class_map.png
Bar = 20 microns.
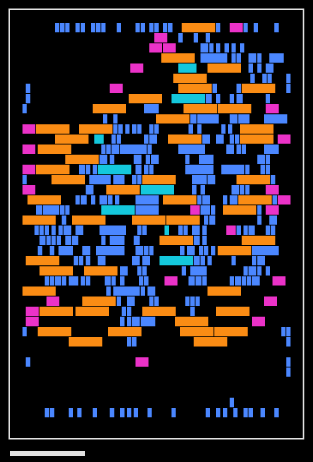
clock_wires.png
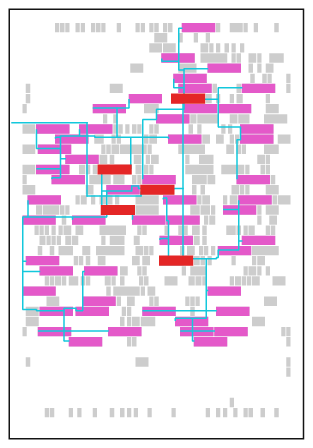
congestion_map.png
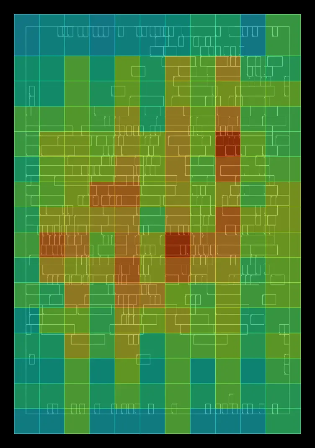
m2.png
Bar = 20 microns.
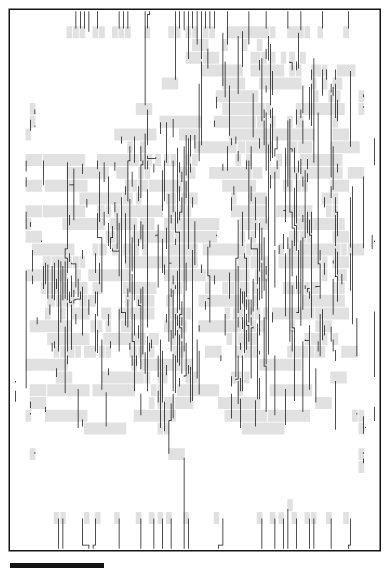
floorplan.png
Pins as bars on the die edge. Tap cells in grey.
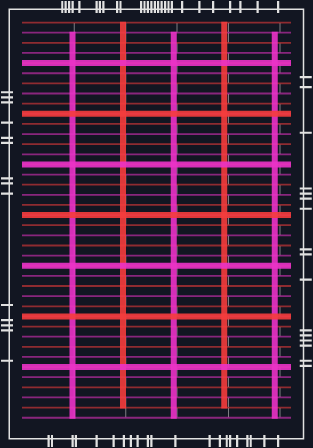
### src/rtl/io_pkg.sv
// ---------------------------------------------------------------------------
// io_pkg
// Shared definitions for the switch input-conditioning path.
//   IO_DATA_W   : width of the CPU-facing input port words
//   deb_state_t : per-channel debouncer state
// ---------------------------------------------------------------------------
package io_pkg;

  localparam int IO_DATA_W = 32;

  typedef enum logic {
    DEB_STABLE  = 1'b0,
    DEB_PENDING = 1'b1
  } deb_state_t;

endpackage

### src/rtl/io_debounce_chan.sv
// ---------------------------------------------------------------------------
// io_debounce_chan
// One switch channel: a 2-flop synchroniser followed by a stability counter.
// A new synchronised value is committed to 'stable' only after it has been
// seen on DEBOUNCE_CYCLES consecutive edges.
//
// Ports
//   io_clk    : clock, rising edge
//   reset     : asynchronous, active-high
//   sw        : raw asynchronous switch bits
//   stable_q  : debounced value
//   changed   : one-cycle pulse on the edge stable_q takes a new value
//   state_dbg : current FSM state, for observation only
// ---------------------------------------------------------------------------
module io_debounce_chan
  import io_pkg::*;
#(
  parameter int WIDTH           = 5,
  parameter int DEBOUNCE_CYCLES = 16,
  parameter int CNT_W           = $clog2(DEBOUNCE_CYCLES)
) (
  input  logic             io_clk,
  input  logic             reset,
  input  logic [WIDTH-1:0] sw,
  output logic [WIDTH-1:0] stable_q,
  output logic             changed,
  output deb_state_t       state_dbg
);

  localparam logic [CNT_W-1:0] CNT_MAX = CNT_W'(DEBOUNCE_CYCLES - 1);
  localparam logic [CNT_W-1:0] CNT_ONE = CNT_W'(1);

  logic [WIDTH-1:0] s1;
  logic [WIDTH-1:0] s2;
  logic [WIDTH-1:0] stable;
  logic [WIDTH-1:0] cand;
  logic [CNT_W-1:0] cnt;
  deb_state_t       state;

  always_ff @(posedge io_clk or posedge reset) begin
    if (reset) begin
      s1      <= '0;
      s2      <= '0;
      stable  <= '0;
      cand    <= '0;
      cnt     <= '0;
      changed <= 1'b0;
      state   <= DEB_STABLE;
    end else begin
      s1      <= sw;
      s2      <= s1;
      changed <= 1'b0;
      case (state)
        DEB_STABLE: begin
          if (s2 != stable) begin
            cand  <= s2;
            cnt   <= CNT_ONE;
            state <= DEB_PENDING;
          end
        end
        DEB_PENDING: begin
          if (s2 == stable) begin
            // Input fell back to the committed value: a glitch, drop it.
            cnt   <= '0;
            state <= DEB_STABLE;
          end else if (s2 != cand) begin
            // A different value appeared: restart the run with it.
            cand <= s2;
            cnt  <= CNT_ONE;
          end else if (cnt == CNT_MAX) begin
            stable  <= cand;
            changed <= 1'b1;
            cnt     <= '0;
            state   <= DEB_STABLE;
          end else begin
            cnt <= cnt + CNT_ONE;
          end
        end
        default: begin
          cnt   <= '0;
          state <= DEB_STABLE;
        end
      endcase
    end
  end

  assign stable_q  = stable;
  assign state_dbg = state;

endmodule

### src/rtl/io_switch_debouncer.sv
// ---------------------------------------------------------------------------
// io_switch_debouncer
// Conditions two raw slide-switch ports for the io_input register block.
// Each port is synchronised and debounced independently, then zero-extended
// to a 32-bit word that feeds in_port0 / in_port1 directly.
//
// Ports
//   io_clk    : clock, rising edge
//   reset     : asynchronous, active-high; outputs read zero immediately
//   sw0, sw1  : raw asynchronous switch ports, WIDTH bits each
//   out_port0 : debounced sw0, zero-extended to 32 bits
//   out_port1 : debounced sw1, zero-extended to 32 bits
//   changed0  : one-cycle pulse when out_port0 takes a new value
//   changed1  : one-cycle pulse when out_port1 takes a new value
// ---------------------------------------------------------------------------
module io_switch_debouncer
  import io_pkg::*;
#(
  parameter int WIDTH           = 5,
  parameter int DEBOUNCE_CYCLES = 16,
  parameter int CNT_W           = $clog2(DEBOUNCE_CYCLES)
) (
  input  logic                 io_clk,
  input  logic                 reset,
  input  logic [WIDTH-1:0]     sw0,
  input  logic [WIDTH-1:0]     sw1,
  output logic [IO_DATA_W-1:0] out_port0,
  output logic [IO_DATA_W-1:0] out_port1,
  output logic                 changed0,
  output logic                 changed1
);

  logic [WIDTH-1:0] stable0;
  logic [WIDTH-1:0] stable1;
  deb_state_t       chan0_state_unused;
  deb_state_t       chan1_state_unused;

  io_debounce_chan #(
    .WIDTH           (WIDTH),
    .DEBOUNCE_CYCLES (DEBOUNCE_CYCLES),
    .CNT_W           (CNT_W)
  ) u_chan0 (
    .io_clk    (io_clk),
    .reset     (reset),
    .sw        (sw0),
    .stable_q  (stable0),
    .changed   (changed0),
    .state_dbg (chan0_state_unused)
  );

  io_debounce_chan #(
    .WIDTH           (WIDTH),
    .DEBOUNCE_CYCLES (DEBOUNCE_CYCLES),
    .CNT_W           (CNT_W)
  ) u_chan1 (
    .io_clk    (io_clk),
    .reset     (reset),
    .sw        (sw1),
    .stable_q  (stable1),
    .changed   (changed1),
    .state_dbg (chan1_state_unused)
  );

  // Unsigned size cast zero-extends and stays legal when WIDTH == 32.
  assign out_port0 = IO_DATA_W'(stable0);
  assign out_port1 = IO_DATA_W'(stable1);

endmodule
### config.mk
export PLATFORM = sky130hd
export DESIGN_NAME = io_switch_debouncer
export DESIGN_NICKNAME = d
export VERILOG_FILES = /design/src/rtl/io_pkg.sv /design/src/rtl/io_debounce_chan.sv /design/src/rtl/io_switch_debouncer.sv
export SDC_FILE = /design/constraint.sdc
export NUM_CORES = 1
export LEC_CHECK = 0
export ABC_AREA = 1
export CORE_ASPECT_RATIO = 1.5
export CORE_MARGIN = 3
export CORE_UTILIZATION = 38
export CTS_CLUSTER_SIZE = 20
export DETAILED_ROUTE_END_ITERATION = 6
export HOLD_SLACK_MARGIN = 0.1
export SYNTH_ARGS = -nofsm -noshare
export SYNTH_HDL_FRONTEND = slang
export SYNTH_HIERARCHICAL = 1
export SYNTH_SLANG_ARGS = --single-unit
### constraint.sdc
create_clock -name io_clk -period 2.9 [get_ports io_clk]
set_input_delay 0.435 -clock io_clk [delete_from_list [all_inputs] [get_ports io_clk]]
set_output_delay 0.435 -clock io_clk [all_outputs]
set_load 0.01 [all_outputs]
==> impl_metrics.ini <==
; physical design summary
[power]
p_switching_w = 0.000424
swShare = 0.266
combPwrFrac = 0.137
sequentialPowerShare = 0.494
p_int_w = 0.00117
p_leak_nw = 1.72
power_density_mw_per_mm2 = 483

[worst_setup_path]
required_ns = 2.47
end_kind = primary output
rr_startpoint = u_chan1/cnt[0]
cp_slowest_cell = clkdlybuf4s50_1
reg2reg_to = u_chan1/stable_q[3]
cp.depth = 1
rrSetupSlack_ns = 1.33
crit_family = buffers and inverters
start_kind = register
cpPeakStageDelay_ns = 0.59
crit_start = u_chan1/stable_q[3]
worstPathCellList = clkdlybuf4s50_1
worstSetupPathType = register to primary output
cp.arrival_ns = 1.26
crit_end = out_port1[3]
path_max_fanout = 4
reg2regPathDepth = 8
critPathBufInv = 1

[cts]
postCtsSetupRepairBufs = 0
cts_sinks = 52
cts_buffers = 5
clkTransAtPathRegs_ns = 0.06
cts_tree = done
insertion_delay_ns = 0.29
clk_path_buf_depth = 2
htreeDepth = 2
holdBufCountCts = 0
cts_root_buf = clkbuf_16
ctsResizeCount = 0

[placement]
post-dp-hpwl_microns = 3920
portBuffers = 23
gp_congestion = 0.778

[run]
maxCapViolCount = 0
openroad.warnings = 26

[global_route]
grtUsageTotal = 0.121
grt_pass1_wl_microns = 8690
first_global_vias = 1907
grt_overflow_total = 0
grt_max_degree = 27
grt_antenna_before_repair = 0

[yosys]
ys_seq_elements = 52
synth_top_flop_cell = dfrtp_1
yosys_area_sq_mm = 0.00300
yosysUniqueCellTypes = 23
common_cells = 100 x nand2_1, 54 x buf_4, 52 x dfrtp_1
largest_area_cell = dfrtp_1
synthCells = 335
edf_count = 0
yosysMostFrequentCell = nand2_1
synth.yosys.num_cells = 335
top_cell_area_share = 0.433
syn_area_sq_mm = 0.00300
async_flop_share = 1.00
synth_warnings = 6
yosysSeqAreaShare = 0.433
topCellsByArea = dfrtp_1 43%, buf_4 13%, nand2_1 12%, nor2_8 4.0%, inv_1 3.7%
syn_avg_cell_area_sq_um = 8.97

[floorplanning]
ios = 78
rows = 39
fp_util = 0.392
core_area_sq_mm = 0.00766
die_area_sq_mm = 0.00903

[worst_hold_path]
hold-path-endpoint = u_chan0/s2[4]
min_path_type = register to register
hold_path.startpoint = u_chan0/s1[4]
min_delay_path_depth = 0

[drt]
wl_per_cell_microns = 10.8
detail-route-antenna-nets = 0
drt_iter0_markers = 43
vias_per_cell = 4.19
drc = 0
first_pass_iters = 4

[finish]
area_growth_pct = 9.79
drive_above_1_share = 0.162
diodes = 0
lay_top_cells = 100 x nand2_1, 54 x conb_1, 52 x dfrtp_1
layout.cells.most_common = nand2_1
final_nets = 378

[timing]
tightest_slew_ns = 0.658
fin_crit_ns = 1.70
hold_slack_ns = 0.347
fin_crit_sh = 0.585
fmax_ghz = 0.590
slew_violations = 0
fin_tns_setup_ns = 0
setup_viol = 0
hold_violations = 0
relSlewSlack = 0.561
rsz0062_at_grt = no

[status]
status = completed
-- class_map.png (at the start) --
Key: clock drivers and dummy loads = cyan [cells 8]; remaining buffers and delay cells = magenta [cells 25]; remaining logic cells = blue [cells 280]; sequential cells = orange [cells 52]

-- clock_wires.png (at the start) --
Key: clock-net drivers = red [count 5]; flip-flops = magenta [count 52]; clock wires = cyan [length 606 microns]
There are 6 routed clock nets.
clock share of power: 0.369
P_clk: 0.000589 W
Clock Skew: 0.00534 ns

-- congestion_map.png (at the start) --
met3 layer usage reported by global route: 0.0227
busiest metal layer after global routing: met2

-- m2.png (at the start) --
299 nets have wire on it. The layer holds 55% of the routed length. The longest straight run is 44.5 microns. The layer carries 2800 microns of wire. The wires run mostly vertical.
drt total wl: 5060 microns
met2 Use GR: 0.222
Vias: 1955

-- floorplan.png (at the start) --
Key: VSS = magenta; VDD = red
78 signal pins sit on the boundary. The core has 39 rows. 5 straps on met4.
Die Width: 78.6 microns
VDD IR max: 0.273 mV

==> stage by stage <==
| step | std cells | power [W] | area (sq um) | utilization | worst slack, ns |
|---|---|---|---|---|---|
| final | 467 | 0.00159 | 3300 | 0.431 | 1.20 |
| after CTS | 467 | 0.00162 | 3300 | 0.431 | 1.20 |
| after global routing | 467 | 0.00168 | 3300 | 0.431 | 1.13 |
| after detailed placement | 459 | 0.00102 | 3150 | 0.411 | 1.33 |
| after floorplan | 388 | 0.00103 | 3200 | - | 1.59 |
| after global placement | 459 | 0.00102 | 3150 | 0.411 | 1.36 |
==> kinds of logic after synthesis <==
group	synth area share
AND-OR/OR-AND	0.00833
XOR/XNOR	0.0167
adder cells (fa/ha/maj)	0.00833
buffers and inverters	0.190
flip-flops	0.433
other	0.00125
AND/OR/NAND/NOR	0.342
==> power groups by stage <==
| stage | registers [W] | logic [W] | clock network [W] |
|---|---|---|---|
| floorplan | 0.000794 | 0.000234 | 0 |
| global placement | 0.000801 | 0.000217 | 0 |
| detailed placement | 0.000802 | 0.000220 | 0 |
| CTS | 0.000788 | 0.000221 | 0.000611 |
| global route | 0.000793 | 0.000246 | 0.000638 |
| finish | 0.000787 | 0.000218 | 0.000589 |
==> final cells by class <==
cell class                      instances  area, sq um
Tap cell                              102          128
Timing Repair Buffer                   25          245
Multi-Input combinational cell        242         1330
Clock inverter                          1         7.51
Sequential cell                        52         1300
Clock buffer                            7          143
Fill cell                             776         4360
Inverter                               38          143
==> per-layer routing <==
| layer | global-route usage | part of all wire | vias up |
|---|---|---|---|
| li1 | - | - | 990 |
| met1 | 0.135 | 0.40 | 922 |
| met2 | 0.222 | 0.55 | 36 |
| met3 | 0.0227 | 0.033 | 7 |
| met4 | 0.0490 | 0.017 | 0 |
| met5 | 0 | 0 | - |
Power is estimated from default activity; no workload was simulated.
